==> config.mk <==
export PLATFORM = sky130hd
export DESIGN_NAME = seg_display_scheduler
export DESIGN_NICKNAME = d
export VERILOG_FILES = /design/src/rtl/seg_display_scheduler.sv
export SDC_FILE = /design/constraint.sdc
export NUM_CORES = 1
export LEC_CHECK = 0
export ABC_CLOCK_PERIOD_IN_PS = 2130
export CORE_ASPECT_RATIO = 2
export CORE_UTILIZATION = 30
export CTS_BUF_LIST = sky130_fd_sc_hd__clkbuf_4
export DETAILED_ROUTE_END_ITERATION = 10
export REMOVE_ABC_BUFFERS = 1
export SLEW_MARGIN = 20
export SYNTH_ARGS = -nofsm -noshare
export SYNTH_HDL_FRONTEND = slang
export SYNTH_SLANG_ARGS = --single-unit
==> constraint.sdc <==
create_clock -name clk -period 2.13 [get_ports clk]
set_clock_uncertainty 0.15 [all_clocks]
set_input_delay 0.213 -clock clk [delete_from_list [all_inputs] [get_ports clk]]
set_output_delay 0.213 -clock clk [all_outputs]
set_load 0.01 [all_outputs]
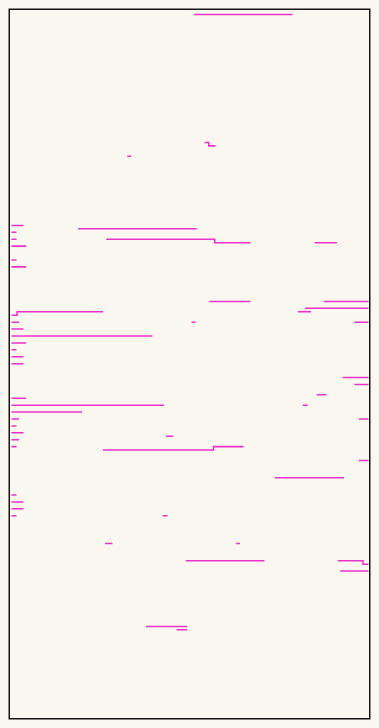
Figure 1: M3 wires.
share of all routed wire	4.1%
longest straight run	29.7 um
global-route track usage on met3: 3.910%
routed vias: 2561

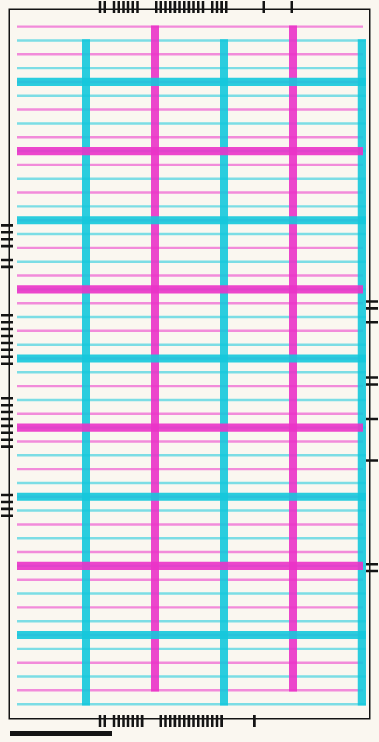
Figure 2: power grid.
Scale bar: 20 um. Pins as bars on the die edge.
colour	net
magenta	VDD
cyan	VSS
met5 straps	9
met1 rails	50
signal pins	84
met4 straps	5
rows	49
die span in y: 139.3 um
Die X: 70.64 um

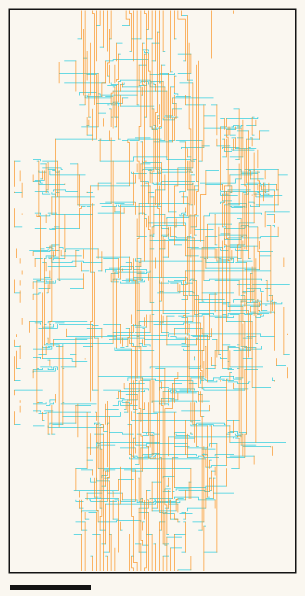
Figure 3: metal layers overlaid.
Scale bar: 20 um. Two of the layers only.
colour	layer	wire length
cyan	M1	2800 um
orange	M2	4630 um
GR Util All Layers: 17.13%
Post-Route WL: 7931 um
Avg WL per Cell: 15.86 um

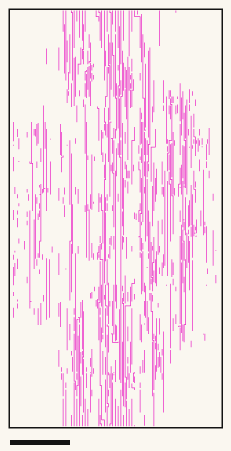
Figure 4: M2 wires.
Scale bar: 20 um.
wire length on this layer	4630 um
main direction	vertical
share of all routed wire	58%
longest straight run	75.3 um
met2 Track Usage GR: 32.55%

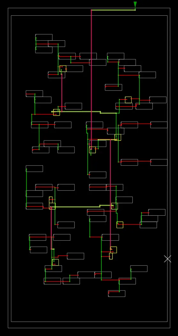
Figure 5: clock wiring as the flow saved it.
clk latency late pin: 0.41 ns
Clock group: 592 uW
Sinks on Clock Net: 59

==> metrics.cfg <==
[cells_and_area]
largest_reg_flops = 32
syn2layout_area_growth_pct = 37.49
mi_logic_area_sq_um = 1504
fillCellCount = 926
layout.nets = 467
fin_area_sq_um = 3886
seq_area_sq_um = 1181
drive_gt1_share_pct = 12.34

[critical_path]
cp_max_fo = 8
end_kind = register
start_kind = register
cp.required_ns = 2.24
rrSetupSlack_ns = 0.20
worstPathArrival_ns = 2.04
reg2reg_depth = 6

[clock_tree]
holdBufCountCts = 0
cts_resized = 0
postCtsSetupRepairBufs = 0
htreeDepth = 3
clkTransAtPathRegs_ns = 0.09

[final_timing]
rsz0062_at_grt = no
slew_viol_final = 0
layout_setup_ws_ns = 0.2046
hold_viol = 0
setup_viol = 0
maxSlewHeadroom_pct = 69.15
fmax_mhz = 519.4
min_period_ns = 1.925
setup_tns_ns = 0
timing.hold.ws_ns = 0.1879

[place]
dp_slack_ns = 0.08372
dpl-instance-area_sq_um = 3801
port_buffers = 83
gp_congestion = 0.8259
dpl.hpwl_um = 5927

[synth]
syn-instance-count = 309
synth_warnings = 0
avgSynthCellArea_sq_um = 9.147
ys_seq_share_pct = 41.79
top_area_cell = dfxtp_1
yosys_register_bits = 59
top_cells_by_area = dfxtp_1 42%, nand2_1 9.3%, a22oi_1 6.4%
aoi_share_pct = 19.30
synthSimpleGateAreaFrac_pct = 24.48
ys_sh_adder_pct = 0.8853
yosysMostFrequentCell = nand2_1
yosysTopAreaCellShare_pct = 41.79
async_flop_share_pct = 0
ys_cells = 309
mux_area_share_pct = 6.375
yosys_area_sq_um = 2826
synth-edff-count = 0
top_logic_kind = simple AND/OR/NAND/NOR gates

[grt]
antenna_found_initial = 1
grt_max_degree = 34
grt_pass1_wl_um = 12720
first_global_vias = 2638

[routing]
postRouteAntennaNets = 0
route.detailed.drc = 2
firstDrtPassIters = 7

[floorplanning]
core_area_sq_um = 9074
fp_util_pct = 31.15
num_rows = 49
design.portCount = 84

[power_and_ir_drop]
pwr_density_cell_nw_per_um2 = 585.9
irDropWorstVdd_v = 0.0002620
power.leakage_uw = 0.001509

[run_status]
violations = DRC
status = finished with violations

[min_path]
whs_path_depth = 3
hold_class = input port to register

[flow_run]
warnings = 25

## through the flow
stage | util [%] | power [uW] | cells
after CTS | 42.80 | 2312 | 499
after global placement | 41.89 | 1708 | 487
after floorplan | - | 1444 | 289
after global routing | 42.83 | 2407 | 500
after detailed placement | 41.89 | 1714 | 487
final | 42.83 | 2277 | 500
## cell families after synthesis
group                    Yosys count
AND-OR/OR-AND                     71
XOR/XNOR                           7
adder cells (fa/ha/maj)            2
buffers and inverters             26
flip-flops                        59
multiplexers                       8
AND/OR/NAND/NOR                  136
## final cells by class
| class | count | area share, % |
|---|---|---|
| diodes | 1 | 0.06439 |
| clock buffers | 10 | 1.932 |
| repair buffers | 96 | 24.86 |
| well taps | 102 | 3.284 |
| multi-input cells | 224 | 38.70 |
| clock inverters | 2 | 0.1932 |
| flip-flops and latches | 59 | 30.39 |
| inverters | 6 | 0.5795 |
## worst max-delay path, stage by stage, from the launching register on
cell	delay (ns)
dfxtp_1	0.37
inv_1	0.05
ha_1	0.20
and4b_1	0.26
and4_4	0.22
or2_1	0.37
a311oi_2	0.17
## layout by cell type, fill, tap and decap left out, types with 4 or more instances in the layout
cell,n
inv_1,5
and2_1,9
nor2_1,8
xor2_1,4
clkbuf_4,10
mux4_2,8
nand2_1,70
nand3b_1,10
a21o_1,9
buf_4,10
a22oi_1,24
nor3_1,12
clkdlybuf4s50_1,83
o21ai_0,22
dfxtp_1,59
a311oi_2,8
## power breakdown
group / leakage [uW] / internal, uW / switching, uW
logic: 0.000976 / 268 / 192
clock network: 0.0000491 / 221 / 372
registers: 0.000485 / 1180 / 45.7
## layer usage
layer,vias up,share of wire (%),global-route usage [%]
li1,1283,-,-
met1,1198,35,16.75
met2,67,58,32.55
met3,13,4.1,3.910
met4,0,2.2,8.842
met5,-,0,0
No activity file was given, so power comes from the tool's default toggle rates.
